[src/rtl/pipe_hazard_ctrl.sv]
// Stall/flush sequencer for the 16-bit 5-stage pipeline.
// It decodes load-use hazards, taken branches and I-/D-cache status into
// per-stage enable and bubble/flush controls. Control outputs are
// combinational from the registered state and the current inputs, so a
// hazard seen in a cycle is acted on at that cycle's falling edge, when the
// pipeline registers sample.
// It also keeps a saturating stall-cycle counter and a cache-miss watchdog
// that locks into ERR until reset.
module pipe_hazard_ctrl #(
  parameter int MISS_MAX = 64,
  parameter int CNT_W    = 16
) (
  input  logic             clk,
  input  logic             rst,
  input  logic [2:0]       idRs,
  input  logic [2:0]       idRt,
  input  logic             idUsesRt,
  input  logic             exMemRead,
  input  logic [2:0]       exRt,
  input  logic             branchTaken,
  input  logic             iHit,
  input  logic             dReq,
  input  logic             dHit,
  output logic             pcEn,
  output logic             ifidEn,
  output logic             ifidFlush,
  output logic             idexEn,
  output logic             idexBubble,
  output logic             exmemEn,
  output logic             exmemFlush,
  output logic             memwbEn,
  output logic [CNT_W-1:0] stallCnt,
  output logic [1:0]       state,
  output logic             err
);

  localparam logic [1:0] RUN   = 2'd0;
  localparam logic [1:0] DMISS = 2'd1;
  localparam logic [1:0] IMISS = 2'd2;
  localparam logic [1:0] ERR   = 2'd3;

  localparam logic [7:0]       MISS_LIMIT = 8'(MISS_MAX);
  localparam logic [CNT_W-1:0] STALL_SAT  = {CNT_W{1'b1}};

  logic [1:0]       stateReg;
  logic [1:0]       stateNext;
  logic [7:0]       missCntReg;
  logic [7:0]       missCntNext;
  logic [CNT_W-1:0] stallCntReg;
  logic             errReg;

  logic loadUse;
  logic dMiss;
  logic missAtLimit;

  // Register 0 is deliberately not exempt from the load-use compare.
  assign loadUse     = exMemRead && ((exRt == idRs) || (idUsesRt && (exRt == idRt)));
  assign dMiss       = dReq && !dHit;
  assign missAtLimit = (missCntReg >= MISS_LIMIT);

  assign stallCnt = stallCntReg;
  assign state    = stateReg;
  assign err      = errReg;

  // Control decode and next-state selection per controller state.
  always_comb begin
    pcEn        = 1'b0;
    ifidEn      = 1'b0;
    ifidFlush   = 1'b0;
    idexEn      = 1'b0;
    idexBubble  = 1'b0;
    exmemEn     = 1'b0;
    exmemFlush  = 1'b0;
    memwbEn     = 1'b0;
    stateNext   = stateReg;
    missCntNext = missCntReg;

    case (stateReg)
      RUN: begin
        missCntNext = 8'd0;
        if (dMiss) begin
          // Whole pipeline freezes while the data cache refills.
          stateNext   = DMISS;
          missCntNext = 8'd1;
        end else if (branchTaken) begin
          // Redirect fetch and squash the three younger instructions;
          // this outranks both the load-use stall and an I-miss.
          pcEn       = 1'b1;
          ifidEn     = 1'b1;
          idexEn     = 1'b1;
          exmemEn    = 1'b1;
          memwbEn    = 1'b1;
          ifidFlush  = 1'b1;
          idexBubble = 1'b1;
          exmemFlush = 1'b1;
        end else if (loadUse || !iHit) begin
          // Hold PC and IF/ID, inject a bubble into EX, let the back drain.
          idexEn     = 1'b1;
          idexBubble = 1'b1;
          exmemEn    = 1'b1;
          memwbEn    = 1'b1;
          if (!loadUse) begin
            stateNext   = IMISS;
            missCntNext = 8'd1;
          end
        end else begin
          pcEn    = 1'b1;
          ifidEn  = 1'b1;
          idexEn  = 1'b1;
          exmemEn = 1'b1;
          memwbEn = 1'b1;
        end
      end

      DMISS: begin
        // A pending branch is held by the frozen EX/MEM and is picked up
        // again once back in RUN, so it is not looked at here.
        if (dHit) begin
          pcEn        = 1'b1;
          ifidEn      = 1'b1;
          idexEn      = 1'b1;
          exmemEn     = 1'b1;
          memwbEn     = 1'b1;
          stateNext   = RUN;
          missCntNext = 8'd0;
        end else if (missAtLimit) begin
          stateNext = ERR;
        end else begin
          missCntNext = missCntReg + 8'd1;
        end
      end

      IMISS: begin
        if (dMiss) begin
          // A D-miss freezes everything and restarts the watchdog.
          stateNext   = DMISS;
          missCntNext = 8'd1;
        end else if (branchTaken) begin
          // The outstanding fetch is wrong-path; abandon it.
          pcEn        = 1'b1;
          ifidEn      = 1'b1;
          idexEn      = 1'b1;
          exmemEn     = 1'b1;
          memwbEn     = 1'b1;
          ifidFlush   = 1'b1;
          idexBubble  = 1'b1;
          exmemFlush  = 1'b1;
          stateNext   = RUN;
          missCntNext = 8'd0;
        end else if (iHit) begin
          pcEn        = 1'b1;
          ifidEn      = 1'b1;
          idexEn      = 1'b1;
          exmemEn     = 1'b1;
          memwbEn     = 1'b1;
          stateNext   = RUN;
          missCntNext = 8'd0;
        end else begin
          idexEn     = 1'b1;
          idexBubble = 1'b1;
          exmemEn    = 1'b1;
          memwbEn    = 1'b1;
          if (missAtLimit) begin
            stateNext = ERR;
          end else begin
            missCntNext = missCntReg + 8'd1;
          end
        end
      end

      default: begin
        // ERR: pipeline stays frozen until reset.
        stateNext = ERR;
      end
    endcase

    // During reset the pipeline is held with no flushes asserted.
    if (rst) begin
      pcEn       = 1'b0;
      ifidEn     = 1'b0;
      ifidFlush  = 1'b0;
      idexEn     = 1'b0;
      idexBubble = 1'b0;
      exmemEn    = 1'b0;
      exmemFlush = 1'b0;
      memwbEn    = 1'b0;
    end
  end

  // Controller state and watchdog miss counter.
  always_ff @(posedge clk) begin
    if (rst) begin
      stateReg   <= RUN;
      missCntReg <= 8'd0;
    end else begin
      stateReg   <= stateNext;
      missCntReg <= missCntNext;
    end
  end

  // Saturating count of cycles in which the PC was held.
  always_ff @(posedge clk) begin
    if (rst) begin
      stallCntReg <= '0;
    end else if (!pcEn && (stallCntReg != STALL_SAT)) begin
      stallCntReg <= stallCntReg + CNT_W'(1);
    end
  end

  // Sticky error flag, set on the edge that enters ERR.
  always_ff @(posedge clk) begin
    if (rst) begin
      errReg <= 1'b0;
    end else begin
      errReg <= errReg | (stateNext == ERR);
    end
  end

endmodule

[config.mk]
export PLATFORM = sky130hd
export DESIGN_NAME = pipe_hazard_ctrl
export DESIGN_NICKNAME = d
export VERILOG_FILES = /design/src/rtl/pipe_hazard_ctrl.sv
export SDC_FILE = /design/constraint.sdc
export NUM_CORES = 1
export LEC_CHECK = 0
export CAP_MARGIN = 10
export CORE_ASPECT_RATIO = 0.9
export CORE_MARGIN = 4
export CORE_UTILIZATION = 44
export DETAILED_ROUTE_END_ITERATION = 8
export PLACE_DENSITY = 0.76
export SYNTH_ARGS = -nofsm -noshare
export SYNTH_HDL_FRONTEND = slang
export SYNTH_SLANG_ARGS = --single-unit
[constraint.sdc]
create_clock -name clk -period 2.4 [get_ports clk]
set_input_delay 0.72 -clock clk [delete_from_list [all_inputs] [get_ports clk]]
set_output_delay 0.72 -clock clk [all_outputs]
set_load 0.1 [all_outputs]
Fig. 1: run 1, pin map
Pins as bars across the die edge, other pins in gray.
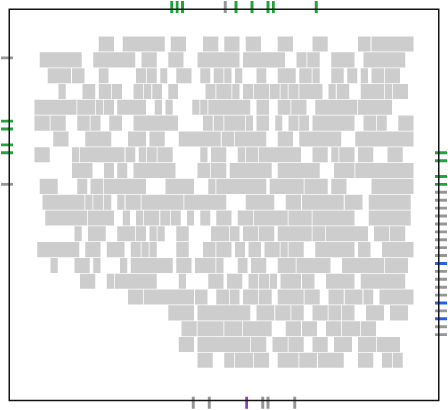
| color | port | pins | direction | edge |
|---|---|---|---|---|
| purple | dHit | 1 | input | south |
| green | stallCnt | 16 | output | 8 north, 4 west, 4 east |
| blue | idRt | 3 | input | east |
all pins by edge: 23 east, 9 north, 6 south, 6 west

Fig. 2: run 1, placed cells, one color a class
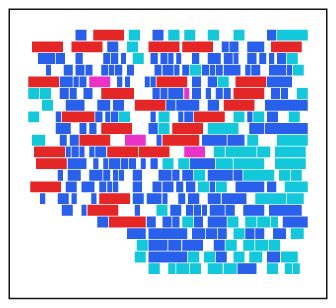
| color | class | cells | share of their area |
|---|---|---|---|
| cyan | remaining buffers and delay cells | 73 | 27% |
| red | sequential cells | 27 | 21% |
| magenta | clock drivers and dummy loads | 4 | 1.8% |
| blue | combinational and other logic | 178 | 50% |

==> results.yml, run 1 <==
# flow metrics
setup_path:
  criticalPathCategory: "input pin to output pin"
  reg2regPathDepth: 11
  setup.worst_path.end: "pcEn"
  critPathSlowestCell: "sky130_fd_sc_hd__nor4_4"
  worstReg2RegEnd: "stallCnt[15]"
  worstPathArrival_ns: 2.01
  critical_path.max_fanout: 3
  worstSetupStartpoint: "exRt[1]"
detailed_routing:
  wl_met2_um: 2540
  route.detailed.wl_per_inst_um: 14.9
  drt-met1-wl_um: 2050
  drc: 0
  top_routing_layer_in_use: "met4"
  drt_pre_antenna_iters: 4
  dr.first_iter.drc_count: 146
  detailroute.wirelength.met3_um: 268
  detailroute.via_count: 1793
hold_path:
  min_path_type: "flop to flop"
  min_delay_path_depth: 2
  min_delay_worst_endpoint: "err"
timing:
  finalSetupViolCount: 7
  worst-slew-pin-transition_ns: 0.441
  final-max-slew-violation-count: 0
  hold_viol: 0
  final_worst_setup_slack_ns: -0.327
  maxSlewHeadroom: 0.705
  clock.fmax_mhz: 367
  whs_ns: 0.470
  totalNegativeSetupSlack_ns: -1.04
floorplanning:
  taps: 46
  die_area_um2: 4940
  dieWidth_um: 73.6
  design.portCount: 44
  die_h_um: 67.1
  fp_util: 0.457
clock_tree:
  numClockSinks: 27
  h_tree_depth: 1
  latency_at_later_pin_ns: 0.27
  ctsRootBufferMaster: "sky130_fd_sc_hd__clkbuf_8"
finish:
  largest_class: "logic gates"
  layout-area-overhead-vs-synth_pct: 53.8
  n_multi_input_combinational_cell: 167
  clock_cell_area_share: 0.0172
  layout.core_utilization: 0.703
  finish.instance_area_um2: 2620
  instances_no_fill: 328
  mostFrequentLayoutCells: "sky130_fd_sc_hd__buf_4 (47), sky130_fd_sc_hd__nor2_1 (26), sky130_fd_sc_hd__dfxtp_1 (23)"
  lay_top_count: "sky130_fd_sc_hd__buf_4"
  share_of_the_final_layout_cell_area_in_multi_input_gates: 0.472
  drive_gt1_frac: 0.362
  antennaDiodeCount: 0
power_and_ir_drop:
  net-switching-power_w: 0.000570
  combinational_power_share: 0.466
  power_w: 0.00141
  static_leakage_nw: 1.12
  powerSeq_w: 0.000492
  power_combinational_w: 0.000655
  p_sw_frac: 0.405
  power-top-group: "combinational logic"
  power_per_cell_area_nw_per_um2: 536
  powerClk_w: 0.000259
  p_seq_frac: 0.350
synth:
  largest_area_cell: "sky130_fd_sc_hd__dfxtp_1"
  postSynthSeqShare: 0.317
  synth.avg_cell_area_um2: 7.93
  synth-edff-count: 0
  yosys_most_used_dff: "sky130_fd_sc_hd__dfxtp_1"
  yosys_cells: 215
  yosys_stat_chip_area_um2: 1710
  synth-async-reset-ratio: 0
  ys_types: 45
  synthesis.nets: 238
global_routing:
  grt_pass1_vias: 1792
  grt_first_pass_wirelength_um: 7830
outcome:
  status: "finished with violations"
  violations: "negative setup slack"
run:
  warnings: 32
placed_design:
  dp_hpwl_um: 3240
  io_buffer_count: 43
  placed_cell_area_um2: 2390
Fig. 3: run 1, routed metal, one color a layer
Two of the layers only.
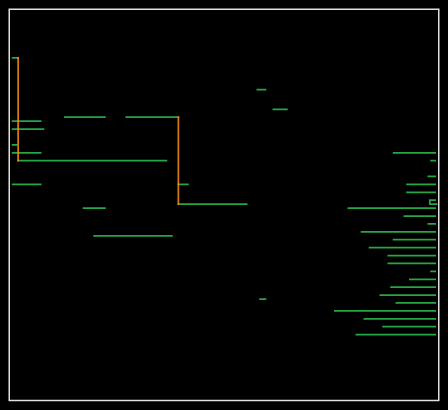
| color | layer | wire length |
|---|---|---|
| orange | metal 4 | 32.6 um |
| green | metal 3 | 268 um |

Fig. 4: run 1, clock wires, drivers and flops
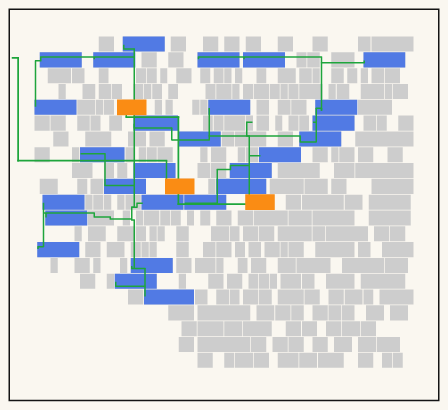
[green] clock wires | length: 336 um
[blue] flip-flops | count: 27
[orange] clock drivers | count: 3
routed clock nets: 4

## run 1: logic make-up (layout without fill, tap and decap cells)
logic type      after synthesis  count (layout)  synth area share
compound gates               45              45             0.172
xor+xnor                      8               8            0.0411
buf+inv                      21              88            0.0580
flops                        27              27             0.317
simple gates                102             102             0.329
mux                           6               6            0.0389
fa+ha+maj                     6               6            0.0440
## run 1: cell usage after synthesis, types with 5 or more instances
master,number
sky130_fd_sc_hd__nor2b_1,8
sky130_fd_sc_hd__nand2_1,9
sky130_fd_sc_hd__a21o_1,8
sky130_fd_sc_hd__and3_1,6
sky130_fd_sc_hd__buf_4,5
sky130_fd_sc_hd__dfxtp_1,27
sky130_fd_sc_hd__nand3_1,17
sky130_fd_sc_hd__inv_1,11
sky130_fd_sc_hd__nand4_1,6
sky130_fd_sc_hd__nor2_1,27
sky130_fd_sc_hd__nand2b_1,7
sky130_fd_sc_hd__ha_1,6
sky130_fd_sc_hd__nor3_1,8
sky130_fd_sc_hd__a21oi_1,17
## run 1: flip-flops by register name, summed over array words and instances (netlist names)
| name | cells |
|---|---|
| missCntReg | 8 |
| state | 2 |
| stallCnt | 16 |
| err | 1 |
## run 1: tightest hold or removal path, delay by kind of cell (launching register included)
| kind | cells | cell delay (ns) |
|---|---|---|
| buffers and inverters | 1 | 0.05 |
| AOI/OAI and AO/OA | 1 | 0.06 |
| DFF | 1 | 0.32 |
## run 1: what timing repair did
item                       CTS  global route
hold buffers                 0             0
setup endpoints to repair   21            17
resized                     46            14
pin swaps                   22            13
setup buffers               11             3
## run 1: layer usage
metal / GRT usage / vias up
met2: 0.373 / 45
met4: 0.0452 / 0
met5: 0 / -
met3: 0.0392 / 5
li1: - / 899
met1: 0.230 / 844
Fig. 5: run 1, routing congestion map
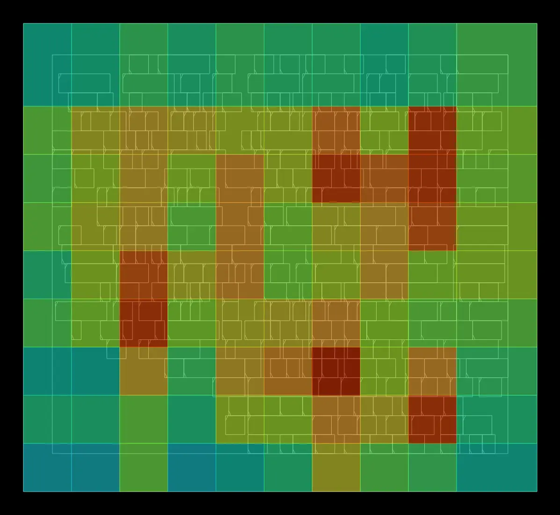

==> run 2, diff against run 1 <==
--- a/config.mk
+++ b/config.mk
@@ -7,10 +7,11 @@
 export LEC_CHECK = 0
 export CAP_MARGIN = 10
 export CORE_ASPECT_RATIO = 0.9
-export CORE_MARGIN = 4
+export CORE_MARGIN = 5
 export CORE_UTILIZATION = 44
 export DETAILED_ROUTE_END_ITERATION = 8
 export PLACE_DENSITY = 0.76
+export SETUP_SLACK_MARGIN = 0.1
 export SYNTH_ARGS = -nofsm -noshare
 export SYNTH_HDL_FRONTEND = slang
 export SYNTH_SLANG_ARGS = --single-unit
Fig. 6: run 2, routing congestion map
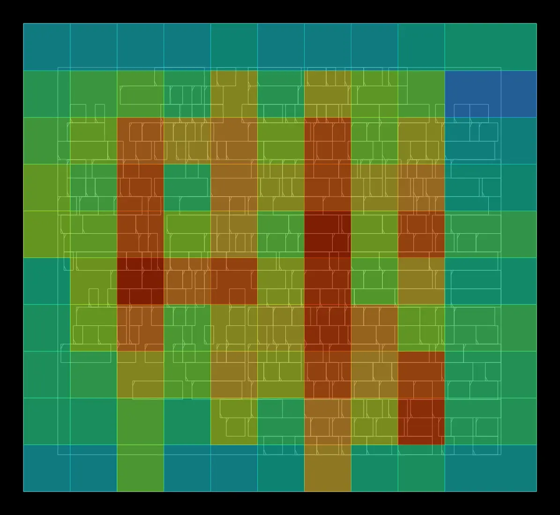
grt met2 use: 0.291
met1 usage in global routing: 0.235
GR peak layer: met2
GR Util All Layers: 0.178

==> results.yml, run 2 <==
# flow metrics
power_and_ir_drop:
  power_per_cell_area_nw_per_um2: 535
  power-top-group: "combinational logic"
  p_seq_frac: 0.340
  p_sw_frac: 0.402
  static_leakage_nw: 1.14
  combinational_power_share: 0.482
  net-switching-power_w: 0.000584
  powerClk_w: 0.000259
  powerSeq_w: 0.000493
clock_tree:
  h_tree_depth: 1
  ctsRootBufferMaster: "sky130_fd_sc_hd__clkbuf_8"
  cts_hold_buffers: 0
  latency_at_later_pin_ns: 0.27
  postCtsResizedCells: 58
  post_cts_buffers: 9
  numClockSinks: 27
outcome:
  violations: "negative setup slack"
  status: "finished with violations"
synth:
  postSynthSeqShare: 0.317
  largest_area_cell: "sky130_fd_sc_hd__dfxtp_1"
  synth-edff-count: 0
  yosys-top-cells-count: "sky130_fd_sc_hd__dfxtp_1 (27), sky130_fd_sc_hd__nor2_1 (27), sky130_fd_sc_hd__a21oi_1 (17), sky130_fd_sc_hd__nand3_1 (17), sky130_fd_sc_hd__inv_1 (11)"
  synth.avg_cell_area_um2: 7.93
  yosys_most_used_dff: "sky130_fd_sc_hd__dfxtp_1"
  synth-async-reset-ratio: 0
  ys_types: 45
  yosys_cells: 215
  synthesis.nets: 238
  synth_area_um2: 1710
  yosys_stat_chip_area_um2: 1710
  synthesis.instances: 215
  netlist_top_cells_area: "sky130_fd_sc_hd__dfxtp_1 (32%), sky130_fd_sc_hd__nor2_1 (5.9%), sky130_fd_sc_hd__a21oi_1 (5.0%)"
timing:
  final_worst_setup_slack_ns: -0.346
  hold_viol: 0
  maxSlewHeadroom: 0.689
  worst-slew-pin-transition_ns: 0.463
  post-route-period-util: 1.14
  final-max-slew-violation-count: 0
  finalSetupViolCount: 7
  clock.fmax_mhz: 364
setup_path:
  criticalPathCategory: "input pin to output pin"
  critical_path.max_fanout: 3
  critPathSlowestCell: "sky130_fd_sc_hd__dlygate4sd2_1"
  worstReg2RegEnd: "stallCnt[15]"
  reg2regPathDepth: 11
  worstSetupStartpoint: "idRs[0]"
  setup.worst_path.end: "pcEn"
detailed_routing:
  drt_pre_antenna_iters: 4
  dr.first_iter.drc_count: 105
  detailroute.via_count: 1775
  route.detailed.wl_per_inst_um: 15.0
  drc: 0
finish:
  finish.instance_area_um2: 2720
  lay_top_count: "sky130_fd_sc_hd__buf_4"
  seqCellArea_um2: 553
  antennaDiodeCount: 0
  largest_reg_flops: 16
  layout-area-overhead-vs-synth_pct: 59.4
  drive_gt1_frac: 0.377
hold_path:
  min_path_type: "flop to flop"
placed_design:
  io_buffer_count: 43
  placed_cell_area_um2: 2390
  dp_hpwl_um: 3220
floorplanning:
  die_area_um2: 5220
  floorplan.core_area_um2: 3730
  fp_util: 0.457
  die_h_um: 69.1
  design.portCount: 44
run:
  warnings: 32
  cap_violations: 0
global_routing:
  grt_pass1_vias: 1696
## run 2: routing by layer
metal,global-route usage,part of all wire
met1,0.235,0.42
met2,0.291,0.51
met3,0.0422,0.063
met4,0.0350,0.0088
met5,0,0
## run 2: worst min-delay path by stage
| stage | from | endpoint | slack [ns] | cells past startpoint |
|---|---|---|---|---|
| final | err | err | 0.47 | 2 |
| after global routing | err | err | 0.51 | 2 |
| after CTS | err | err | 0.48 | 2 |
| after detailed placement | err | err | 0.47 | 2 |
| after global placement | err | err | 0.47 | 2 |
| after floorplan | missCntReg[5] | missCntReg[5] | 0.46 | 2 |
## run 2: layout make-up
type / count / share of cell area
clock buffer: 3 / 0.0152
clock inverter: 1 / 0.00184
inverter: 11 / 0.0184
multi-input combinational: 167 / 0.467
sequential: 27 / 0.203
tap: 46 / 0.0212
timing repair buffer: 72 / 0.273
## run 2: metrics by stage
step / TNS [ns] / hold slack [ns] / cells / power (W) / util
2_1_floorplan: -3.48 / 0.459 / 215 / 0.000928 / -
3_3_place_gp: -8.23 / 0.469 / 311 / 0.00109 / 0.642
3_5_place_dp: -9.46 / 0.472 / 311 / 0.00110 / 0.642
4_1_cts: -1.04 / 0.484 / 323 / 0.00140 / 0.697
5_1_grt: -1.68 / 0.510 / 327 / 0.00151 / 0.728
6_report: -1.18 / 0.474 / 327 / 0.00145 / 0.728
## run 2: kinds of logic (layout without fill, tap and decap cells)
logic type / count (synthesis) / in the layout / synth area share
AND-OR/OR-AND: 45 / 45 / 0.172
XOR/XNOR: 8 / 8 / 0.0411
flip-flops: 27 / 27 / 0.317
buffers and inverters: 21 / 87 / 0.0580
adder cells (fa/ha/maj): 6 / 6 / 0.0440
AND/OR/NAND/NOR: 102 / 102 / 0.329
multiplexers: 6 / 6 / 0.0389
Power and IR drop assume default switching activity.
